==> run_1/drive_strength.png <==
(6 px per um)
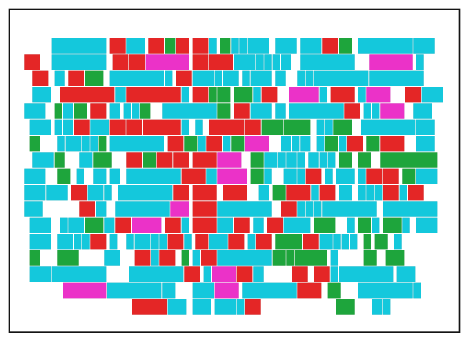
==> run_1/met2.png <==
(4 px per um)
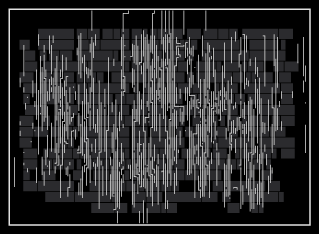
==> run_1/gate_families.png <==
(6 px per um)
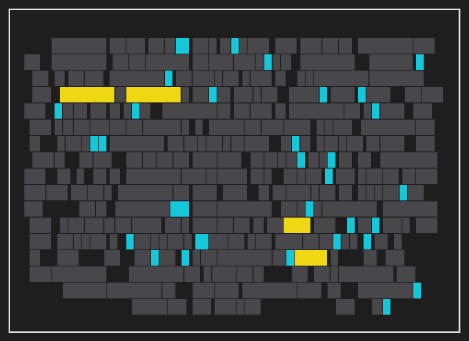
==> config.mk <==
export PLATFORM = sky130hd
export DESIGN_NAME = min_sec_down_timer_flat
export DESIGN_NICKNAME = d
export VERILOG_FILES = /design/src/rtl/min_sec_down_timer_if.sv /design/src/rtl/min_sec_down_timer.sv /design/src/flat_wrapper.sv
export SDC_FILE = /design/constraint.sdc
export NUM_CORES = 1
export LEC_CHECK = 0
export ABC_AREA = 1
export ABC_CLOCK_PERIOD_IN_PS = 1400
export CAP_MARGIN = 20
export CORE_ASPECT_RATIO = 0.7
export CORE_MARGIN = 2
export CORE_UTILIZATION = 45
export CTS_CLUSTER_DIAMETER = 150
export CTS_CLUSTER_SIZE = 25
export DETAILED_ROUTE_END_ITERATION = 7
export PLACE_DENSITY = 0.86
export SLEW_MARGIN = 20
export SYNTH_ARGS = -nofsm -noshare
export SYNTH_HDL_FRONTEND = slang
export SYNTH_SLANG_ARGS = --single-unit
==> constraint.sdc <==
create_clock -name CLK -period 1.4 [get_ports CLK]
set_clock_uncertainty 0.1 [all_clocks]
set_input_delay 0.21 -clock CLK [delete_from_list [all_inputs] [get_ports CLK]]
set_output_delay 0.21 -clock CLK [all_outputs]
set_load 0.005 [all_outputs]
==> src/rtl/min_sec_down_timer_if.sv <==
// min_sec_down_timer_if: control, preset and display signals of the MM:SS countdown timer
interface min_sec_down_timer_if;
    logic       EN;
    logic       LOAD;
    logic       SS;
    logic [2:0] PMH;
    logic [3:0] PML;
    logic [2:0] PSH;
    logic [3:0] PSL;
    logic [2:0] MH;
    logic [3:0] ML;
    logic [2:0] SH;
    logic [3:0] SL;
    logic       RUNNING;
    logic       TC;
    logic       ALARM;
    modport master (output EN, LOAD, SS, PMH, PML, PSH, PSL,
                    input  MH, ML, SH, SL, RUNNING, TC, ALARM);
    modport slave  (input  EN, LOAD, SS, PMH, PML, PSH, PSL,
                    output MH, ML, SH, SL, RUNNING, TC, ALARM);
endinterface

==> src/rtl/min_sec_down_timer.sv <==
// min_sec_down_timer: BCD MM:SS countdown with start/pause, terminal-count pulse and timed alarm
module min_sec_down_timer #(
    parameter int ALARM_SEC = 10
) (
    input logic CLK,
    input logic RST,
    min_sec_down_timer_if.slave bus
);
    typedef enum logic [1:0] {IDLE, RUN, PAUSE, DONE} state_t;
    state_t state_q, state_d;
    logic [2:0] mh_q, mh_d, sh_q, sh_d;
    logic [3:0] ml_q, ml_d, sl_q, sl_d;
    logic [5:0] acnt_q, acnt_d;
    logic       tc_q, tc_d, alarm_q, alarm_d, running_q, running_d;
    logic       zero, last, b_s, b_m, b_mh;
    assign zero = mh_q == 3'd0 && ml_q == 4'd0 && sh_q == 3'd0 && sl_q == 4'd0;
    assign last = mh_q == 3'd0 && ml_q == 4'd0 && sh_q == 3'd0 && sl_q == 4'd1;
    // Borrow chain: each digit borrows only when every lower digit was zero
    assign b_s  = sl_q == 4'd0;
    assign b_m  = b_s && sh_q == 3'd0;
    assign b_mh = b_m && ml_q == 4'd0;
    always_comb begin
        state_d = state_q;
        mh_d    = mh_q;
        ml_d    = ml_q;
        sh_d    = sh_q;
        sl_d    = sl_q;
        acnt_d  = acnt_q;
        alarm_d = alarm_q;
        tc_d    = 1'b0;
        if (bus.LOAD) begin
            mh_d    = bus.PMH > 3'd5 ? 3'd5 : bus.PMH;
            ml_d    = bus.PML > 4'd9 ? 4'd9 : bus.PML;
            sh_d    = bus.PSH > 3'd5 ? 3'd5 : bus.PSH;
            sl_d    = bus.PSL > 4'd9 ? 4'd9 : bus.PSL;
            state_d = IDLE;
            alarm_d = 1'b0;
            acnt_d  = '0;
        end else if (bus.SS) begin
            if (state_q == IDLE && !zero) state_d = RUN;
            else if (state_q == RUN) state_d = PAUSE;
            else if (state_q == PAUSE) state_d = RUN;
            else if (state_q == DONE) begin
                state_d = IDLE;
                alarm_d = 1'b0;
            end
        end else if (bus.EN && state_q == RUN) begin
            sl_d = b_s ? 4'd9 : sl_q - 4'd1;
            sh_d = b_s ? (sh_q == 3'd0 ? 3'd5 : sh_q - 3'd1) : sh_q;
            ml_d = b_m ? (ml_q == 4'd0 ? 4'd9 : ml_q - 4'd1) : ml_q;
            mh_d = b_mh ? mh_q - 3'd1 : mh_q;
            if (last) begin
                state_d = DONE;
                tc_d    = 1'b1;
                alarm_d = 1'b1;
                acnt_d  = '0;
            end
        end else if (bus.EN && state_q == DONE) begin
            acnt_d = acnt_q + 6'd1;
            if (acnt_d == 6'(ALARM_SEC)) begin
                alarm_d = 1'b0;
                state_d = IDLE;
            end
        end
        running_d = state_d == RUN;
    end
    always_ff @(posedge CLK or posedge RST) begin
        if (RST) begin
            state_q   <= IDLE;
            mh_q      <= '0;
            ml_q      <= '0;
            sh_q      <= '0;
            sl_q      <= '0;
            acnt_q    <= '0;
            tc_q      <= 1'b0;
            alarm_q   <= 1'b0;
            running_q <= 1'b0;
        end else begin
            state_q   <= state_d;
            mh_q      <= mh_d;
            ml_q      <= ml_d;
            sh_q      <= sh_d;
            sl_q      <= sl_d;
            acnt_q    <= acnt_d;
            tc_q      <= tc_d;
            alarm_q   <= alarm_d;
            running_q <= running_d;
        end
    end
    assign bus.MH      = mh_q;
    assign bus.ML      = ml_q;
    assign bus.SH      = sh_q;
    assign bus.SL      = sl_q;
    assign bus.TC      = tc_q;
    assign bus.ALARM   = alarm_q;
    assign bus.RUNNING = running_q;
endmodule

==> src/flat_wrapper.sv <==
// flat-port wrapper written by rule: the top's interface ports become plain ports
module min_sec_down_timer_flat 
#(
    parameter int ALARM_SEC = 10
)
  (CLK, RST, bus_EN, bus_LOAD, bus_SS, bus_PMH, bus_PML, bus_PSH, bus_PSL, bus_MH, bus_ML, bus_SH, bus_SL, bus_RUNNING, bus_TC, bus_ALARM);
  min_sec_down_timer_if bus_i ();
  input logic CLK;
  input logic RST;
  input wire logic [$bits(bus_i.EN)-1:0] bus_EN;
  input wire logic [$bits(bus_i.LOAD)-1:0] bus_LOAD;
  input wire logic [$bits(bus_i.SS)-1:0] bus_SS;
  input wire logic [$bits(bus_i.PMH)-1:0] bus_PMH;
  input wire logic [$bits(bus_i.PML)-1:0] bus_PML;
  input wire logic [$bits(bus_i.PSH)-1:0] bus_PSH;
  input wire logic [$bits(bus_i.PSL)-1:0] bus_PSL;
  output wire logic [$bits(bus_i.MH)-1:0] bus_MH;
  output wire logic [$bits(bus_i.ML)-1:0] bus_ML;
  output wire logic [$bits(bus_i.SH)-1:0] bus_SH;
  output wire logic [$bits(bus_i.SL)-1:0] bus_SL;
  output wire logic [$bits(bus_i.RUNNING)-1:0] bus_RUNNING;
  output wire logic [$bits(bus_i.TC)-1:0] bus_TC;
  output wire logic [$bits(bus_i.ALARM)-1:0] bus_ALARM;
  assign bus_i.EN = bus_EN;
  assign bus_i.LOAD = bus_LOAD;
  assign bus_i.SS = bus_SS;
  assign bus_i.PMH = bus_PMH;
  assign bus_i.PML = bus_PML;
  assign bus_i.PSH = bus_PSH;
  assign bus_i.PSL = bus_PSL;
  assign bus_MH = bus_i.MH;
  assign bus_ML = bus_i.ML;
  assign bus_SH = bus_i.SH;
  assign bus_SL = bus_i.SL;
  assign bus_RUNNING = bus_i.RUNNING;
  assign bus_TC = bus_i.TC;
  assign bus_ALARM = bus_i.ALARM;
  min_sec_down_timer #(.ALARM_SEC(ALARM_SEC)) u_core (.CLK(CLK), .RST(RST), .bus(bus_i));
endmodule
==> CHANGELOG.md, run 1 <==
## Implementation

* Top Ports at 36
* Die Y at 53.56 um
* Min Tclk post-route at 1.688 ns
* Critical path arrival at 1.76 ns
* Ys async rst share at 1.000
* Ys cells at 206
* Worst Path Max Fanout at 3
* NumNets Final at 327
* Antenna-violating nets left at 0
* Seq/Total Area, Yosys at 0.3962
* Final setup fails at 24
* Fillers at 198
* First drt pass iteration count at 4
* Final Util at 0.8162
* Clk slew on worst S/H paths at 0.09 ns
* Top cells excl fill/tap: buf_4, nand2_1, dfrtp_1
* Max Root-Sink Buffers at 2
* Avg Inst Size Synth at 7.665 sq um
* Ys flop type: dfrtp_1
* EDFF count, synth at 0
* WP data required at 1.47 ns
* Drt initial violations at 188
* Worst r2r dst: u_core.bus.ALARM$_DFFE_PP0P_
* Max VDD drop at 0.6387 mV
* Clock Latency Late Sink at 0.28 ns
* Top cell area share at 0.3962
* Post-synth area hogs: dfrtp_1, nand2_1, inv_1
* Failing checks: setup timing
* Final worst slack at -0.2880 ns
* Cell Area, Synth at 0.001579 sq mm
* Hold Crit Class: primary input to asynchronous set/reset pin
* RD Place Congestion at 0.8813
* # H-tree levels at 1
* Area leader, netlist: dfrtp_1
* CTS-repair resized insts at 34
* R2r startpoint: u_core.bus.MH[0]$_DFFE_PP0P_
* Via density at 5.217
* Tcrit/Tclk final at 1.206
* Max-Cap Viols at 0
* Sequential cell area at 626.9 sq um
* Sink Count at 25
* Most instantiated cells after synthesis: nand2_1, inv_1, dfrtp_1
* Crit. End Element: register
* Place WS at -0.2951 ns
* Post-Syn Nets at 229
* Core Area at 0.003254 sq mm
* Yosys warns at 0
* Crit path kind: register to register
* Outcome: finished with violations
* Gate Area at 979.7 sq um
* Synth flops at 25
* Largest net degree at the start of global routing at 26
* Final TNS setup at -3.317 ns
* Inserted Clock Buffers at 3
* Placed Area at 0.002295 sq mm
* Worst R2R Path Depth at 12
* ANT cells at 0
* DR WL/cell at 14.03 um
* Root Driver: clkbuf_8
* Layout cell share with drive strength beyond 1 at 0.4389
* Die area at 0.004006 sq mm
Notes on drive_strength.png above:
size	color	cells	share	most used
drive 1 or less	cyan	170	56%	nand2_1
drive 6 and up	magenta	13	4.3%	buf_6
drive 3 to 4	red	72	24%	buf_4
drive 2	green	48	16%	nand2_2
synthesis-to-finish area growth: 68.23%
post-route design area: 0.002656 sq mm
Non-clk bufs: 96

Notes on met2.png above:
wire length on this layer	2530 um
nets with wire on the layer	296
total number of vias: 1826
met2 global-route usage: 0.4012
final WL: 4911 um

Notes on gate_families.png above:
family	color	cells
inverters	cyan	31
adder and majority cells	yellow	4
Top cell excl fill/tap: buf_4
Comb/total area: 0.3688
Finished Layout Cells: 350

[run 1: report_power, final]
group | internal [mW] | leakage [nW] | switching (mW) | total [mW]
registers | 0.813 | 0.319 | 0.0631 | 0.876
clock network | 0.200 | 0.0255 | 0.236 | 0.436
logic | 0.602 | 0.958 | 0.533 | 1.13
total | 1.61 | 1.30 | 0.832 | 2.45
[run 1: area by class of cell]
type	instances	area share
Clock buffer	3	0.01554
Clock inverter	1	0.001884
Inverter	31	0.04757
Multi-Input combinational cell	147	0.3688
Sequential cell	25	0.2360
Tap cell	47	0.02214
Timing Repair Buffer	96	0.3081
[run 1: cells by family after synthesis]
family / count (synthesis) / share of synthesized area
AND/OR/NAND/NOR: 105 / 0.3257
AND-OR/OR-AND: 36 / 0.1474
buffers and inverters: 34 / 0.08795
flip-flops: 25 / 0.3962
adder cells (fa/ha/maj): 4 / 0.03170
XOR/XNOR: 2 / 0.01110
[run 1: critical path, cell delays in order (launching register included)]
cell     delay [ns]
dfrtp_1        0.41
inv_2          0.09
ha_4           0.14
ha_4           0.13
nand3_4        0.08
nor2_4         0.13
nand3_2        0.11
nand2_1        0.08
inv_1          0.04
nand2_2        0.07
nand2_1        0.06
nand2_1        0.08
nand2_1        0.06
[run 1: layer usage]
layer,global-route usage,up-vias,share of wire
li1,-,865,-
met1,0.3072,862,0.40
met2,0.4012,87,0.51
met3,0.05431,12,0.067
met4,0.06548,0,0.017
met5,0,-,0
[run 1: state kept, by name, summed over array words and instances, names as in the netlist]
| name | flops |
|---|---|
| u_core.bus.SL | 4 |
| u_core.acnt_q | 6 |
| u_core.bus.RUNNING | 1 |
| u_core.bus.ALARM | 1 |
| u_core.bus.TC | 1 |
| u_core.bus.MH | 3 |
| u_core.bus.SH | 3 |
| u_core.state_q | 2 |
| u_core.bus.ML | 4 |
==> run_1/final_congestion.png <==
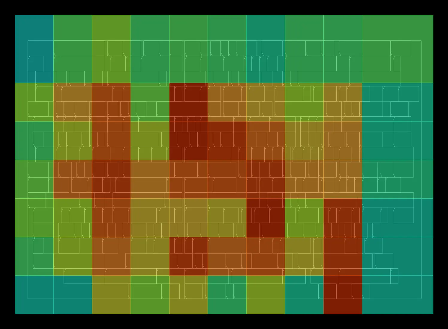

--- run 2 (diff from run 1) ---
--- a/constraint.sdc
+++ b/constraint.sdc
@@ -4,2 +4,2 @@
 set_output_delay 0.21 -clock CLK [all_outputs]
-set_load 0.005 [all_outputs]
+set_load 0.02 [all_outputs]
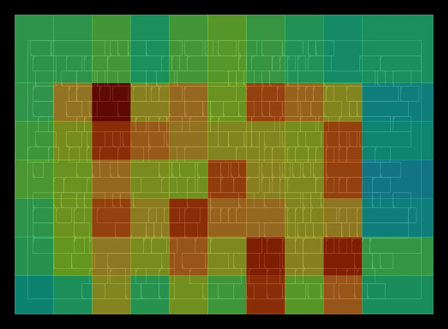
(run_2/final_congestion.png)
DR WL/cell: 13.75 um
met2 global-route usage: 0.4189
met1 GRT Util: 0.3210

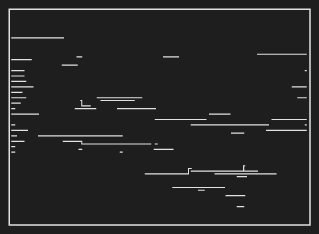
(run_2/met3.png)
(4 px per um)
longest straight run	20.9 um
share of all routed wire	6.4%
final WL: 4662 um
met3 usage: 0.06367
total number of vias: 1748

==> run 2 against run 1 <==
Against the previous run: the run still ends with setup timing left; hold slack worse by 0.0084 ns; sequential power up 5.4%; final area down 2.6%; die size unchanged.
==> CHANGELOG.md, run 2 <==
## Implementation

* Vias in the first global route at 1713
* Max FFs per register at 6
* Initial Util at 0.4852
* Top reg by flops: u_core.acnt_q
* Core Area at 0.003254 sq mm
* Layout cell share with drive strength beyond 1 at 0.4555
* Total power at 2.442 mW
* Tcrit/Tclk final at 1.198
* Clock Latency Late Sink at 0.27 ns
* Final setup fails at 19
* Max VDD drop at 0.6297 mV
* Die area at 0.004006 sq mm
* Nature of the critical path startpoint: register
* Fmax achieved at 0.5961 GHz
* Top cell area share at 0.3962
* Port buffer count at 35
* Sink Count at 25
* Synth flops at 25
* EDFF count, synth at 0
* Top Ports at 36
* ANT cells at 0
* Top cell excl fill/tap: buf_4
* Root Driver: clkbuf_8
* Final Util at 0.7951
* Worst Path Max Fanout at 6
* DRC violation count after routing at 0
* Top sig layer: met4
* GRT busiest layer: met2
* Avg Inst Size Synth at 7.665 sq um
* Slew Viols, Final at 0
* Cell Area, Synth at 0.001579 sq mm
* Crit. End Element: register
* Die X at 74.80 um
* Die Y at 53.56 um
* Clk slew on worst S/H paths at 0.09 ns
* First drt pass iteration count at 4
* Ys flop type: dfrtp_1
* Place WS at -0.3305 ns
* Placed Area at 0.002300 sq mm
* Post-route design area at 0.002587 sq mm
* CP max stage delay at 0.44 ns
* Failing checks: setup timing
* WL met2 at 2347 um
* NumNets Final at 316
* CP cell instances: inv_2 > ha_4 > ha_4 > nand3_4 > nor2_4 > nand2_2 > nand2_1 > nand2_2 > nand2_4 > o22ai_2
* Post-Syn Nets at 229
* Hold Crit Class: primary input to asynchronous set/reset pin
* Max Root-Sink Buffers at 2
* WL met3 at 298 um
* Most instantiated cells after synthesis: nand2_1, inv_1, dfrtp_1
* DRT met1 WL at 1936 um
* Crit path max-delay family: simple AND/OR/NAND/NOR gates
* Crit path kind: register to register
* Ys async rst share at 1.000
* Finished Layout Cells at 339
* Area leader, netlist: dfrtp_1
* Antenna-violating nets left at 0
* Inserted Clock Buffers at 3
* Max-Cap Viols at 0
* Yosys warns at 0
* Ys cells at 206
* Via density at 5.156
* Top cells excl fill/tap: buf_4, nand2_1, inv_1
* Min Tclk post-route at 1.678 ns
* Outcome: finished with violations
* Detail Placement HPWL at 3157 um
* Drt initial violations at 105
* Final hold vios at 0
* RD Place Congestion at 0.8616
* Largest net degree at the start of global routing at 26
* Synthesis-to-finish area growth at 63.87%
* CTS Hold Bufs at 0
* # H-tree levels at 1
* Final TNS setup at -3.150 ns
* Seq/Total Area, Yosys at 0.3962
* Critical path arrival at 1.74 ns
* Global Route Usage Sum at 0.2505
* WP data required at 1.46 ns
* CP max-delay cell: dfrtp_2
* Final worst slack at -0.2775 ns
* Post-synth area hogs: dfrtp_1, nand2_1, inv_1
* First-pass GRT wire length at 7452 um
* WP buf/inv at 1
run 2: power by group:
part | internal [mW] | total, mW | switching (mW)
combinational | 0.511 | 1.08 | 0.568
clock | 0.204 | 0.441 | 0.237
sequential | 0.819 | 0.923 | 0.104
run 2: path summary, 6_finish.rpt:
path                            slack, ns  depth (start not counted)                      endpoint                          from
worst min-delay path                 0.15                          3  u_core.bus.ML[1]$_DFFE_PP0P_                           RST
worst min register to register       0.38                          2  u_core.bus.ALARM$_DFFE_PP0P_  u_core.bus.ALARM$_DFFE_PP0P_
worst max-delay path                -0.28                         10  u_core.acnt_q[5]$_DFFE_PP0P_  u_core.bus.MH[0]$_DFFE_PP0P_
worst max register to register      -0.28                         10  u_core.acnt_q[5]$_DFFE_PP0P_  u_core.bus.MH[0]$_DFFE_PP0P_
min in group CLK                     0.38                          2  u_core.bus.ALARM$_DFFE_PP0P_  u_core.bus.ALARM$_DFFE_PP0P_
max in group asynchronous            0.88                          3  u_core.bus.MH[0]$_DFFE_PP0P_                           RST
run 2: final cells by class:
type / instances / area [sq um]
multi-input cells: 147 / 1015
repair buffers: 85 / 705.7
fillers: 216 / 666.9
flip-flops and latches: 25 / 634.4
inverters: 31 / 128.9
well taps: 47 / 58.81
clock buffers: 4 / 45.04
run 2: logic make-up after synthesis:
family,share of synthesized area
AND-OR/OR-AND,0.1474
adder cells (fa/ha/maj),0.03170
XOR/XNOR,0.01110
flip-flops,0.3962
buffers and inverters,0.08795
AND/OR/NAND/NOR,0.3257
run 2: repair_timing:
action	4_1_cts	5_1_grt
endpoints found under the setup margin	36	32
buffers inserted	8	5
gates resized	53	42
pin swaps	18	19
--- run 3 (diff from run 2) ---
Settings changed: PLACE_DENSITY 0.86 to 0.81, SLEW_MARGIN 20 to unset.
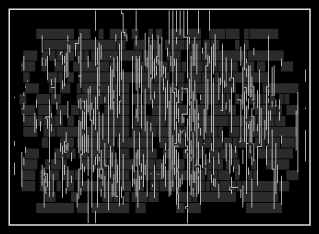
(run_3/met2.png)
(4 px per um)
wire length on this layer	2010 um
share of all routed wire	47%
total number of vias: 1634
final WL: 4283 um
met2 global-route usage: 0.3732

==> run 3 against run 2 <==
Against the previous run: die size unchanged; clock power down 1%; sequential power hardly changed; hold slack got worse by 0.0064 ns; maximum frequency is 2.9% higher; largest power group unchanged; combinational power decreased by 6%; the flow still finishes with violations (setup timing).
==> CHANGELOG.md, run 3 <==
## Implementation

* Slew Viols, Final at 0
* Cell Area, Synth at 0.001579 sq mm
* Avg Inst Size Synth at 7.665 sq um
* Clk. pwr at 0.436 mW
* Outcome: finished with violations
* Total power at 2.370 mW
* Clock power share at 0.184
* Post-synth area hogs: dfrtp_1, nand2_1, inv_1
* Crit path max-delay family: simple AND/OR/NAND/NOR gates
* Inserted Clock Buffers at 3
* Synthesis-to-finish area growth at 60.94%
* Tcrit/Tclk final at 1.164
* Drt initial violations at 87
* EDFF count, synth at 0
* Top cell excl fill/tap: buf_4
* Final hold vios at 0
* ANT cells at 0
* Top reg by flops: u_core.acnt_q
* CTS Hold Bufs at 0
* Total combinational power at 1.01 mW
* P_int at 1.501 mW
* Seq/Total Area, Yosys at 0.3962
* Most instantiated cells after synthesis: nand2_1, inv_1, dfrtp_1
* Top Ports at 36
* Die area at 0.004006 sq mm
* DRC violation count after routing at 0
* Failing checks: setup timing
* Port buffer count at 35
* Worst Path Max Fanout at 6
* Net Sw Frac at 0.3667
* Ys async rst share at 1.000
* Final setup fails at 19
* Die Y at 53.56 um
* Die X at 74.80 um
* Max Root-Sink Buffers at 2
* First-pass GRT wire length at 6720 um
* Initial Util at 0.4852
* Max VDD drop at 0.6213 mV
* Vias in the first global route at 1532
* Detail Placement HPWL at 3069 um
* Max FFs per register at 6
* P_seq at 0.920 mW
* Yosys warns at 0
* Top cells excl fill/tap: buf_4, nand2_1, inv_1
* CP max-delay cell: dfrtp_2
* Comb pwr share at 0.428
* Root Driver: clkbuf_8
* Placed Area at 0.002345 sq mm
* Core Area at 0.003254 sq mm
* Final worst slack at -0.2301 ns
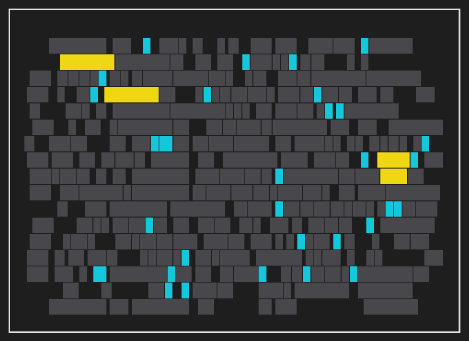
(run_3/gate_families.png)
(6 px per um)
family	color	cells
adder and majority cells	yellow	4
inverters	cyan	31
Comb/total area: 0.3890
Finished Layout Cells: 337

-- run 3: cell counts after synthesis --
Identical to the previous run, type by type.
-- run 3: cell type report --
class / instances / area, sq um
fill: 225 / 713.2
clock buffer: 4 / 45.04
multi-input combinational: 147 / 988.4
inverter: 31 / 121.4
sequential: 25 / 635.6
tap: 47 / 58.81
timing repair buffer: 83 / 691.9
-- run 3: per-layer routing --
| metal | wire length (um) | global-route usage |
|---|---|---|
| met1 | 1977 | 0.2958 |
| met3 | 177 | 0.04869 |
| met5 | 0 | 0 |
| met4 | 115 | 0.1071 |
| met2 | 2013 | 0.3732 |
-- run 3: final timing paths --
| kind | from | endpoint | cells after the start |
|---|---|---|---|
| worst max-delay path | u_core.bus.MH[1]$_DFFE_PP0P_ | u_core.acnt_q[0]$_DFFE_PP0P_ | 11 |
| worst min-delay path | RST | u_core.bus.ML[1]$_DFFE_PP0P_ | 3 |
| worst max register to register | u_core.bus.MH[1]$_DFFE_PP0P_ | u_core.acnt_q[0]$_DFFE_PP0P_ | 11 |
| worst min register to register | u_core.bus.ALARM$_DFFE_PP0P_ | u_core.bus.ALARM$_DFFE_PP0P_ | 2 |
| max in group asynchronous | RST | u_core.bus.SL[2]$_DFFE_PP0P_ | 3 |
| min in group CLK | u_core.bus.ALARM$_DFFE_PP0P_ | u_core.bus.ALARM$_DFFE_PP0P_ | 2 |
-- run 3: kinds of logic (layout without fill, tap and decap cells) --
group | count (synthesis) | count (layout) | synth area share
DFF | 25 | 25 | 0.3962
AOI/OAI and AO/OA | 36 | 36 | 0.1474
adders and majority gates | 4 | 4 | 0.03170
and+or+nand+nor | 105 | 105 | 0.3257
xor gates and xnor gates | 2 | 2 | 0.01110
buffers and inverters | 34 | 118 | 0.08795
Power figures rest on the tool's default switching activity, not on a simulated workload.
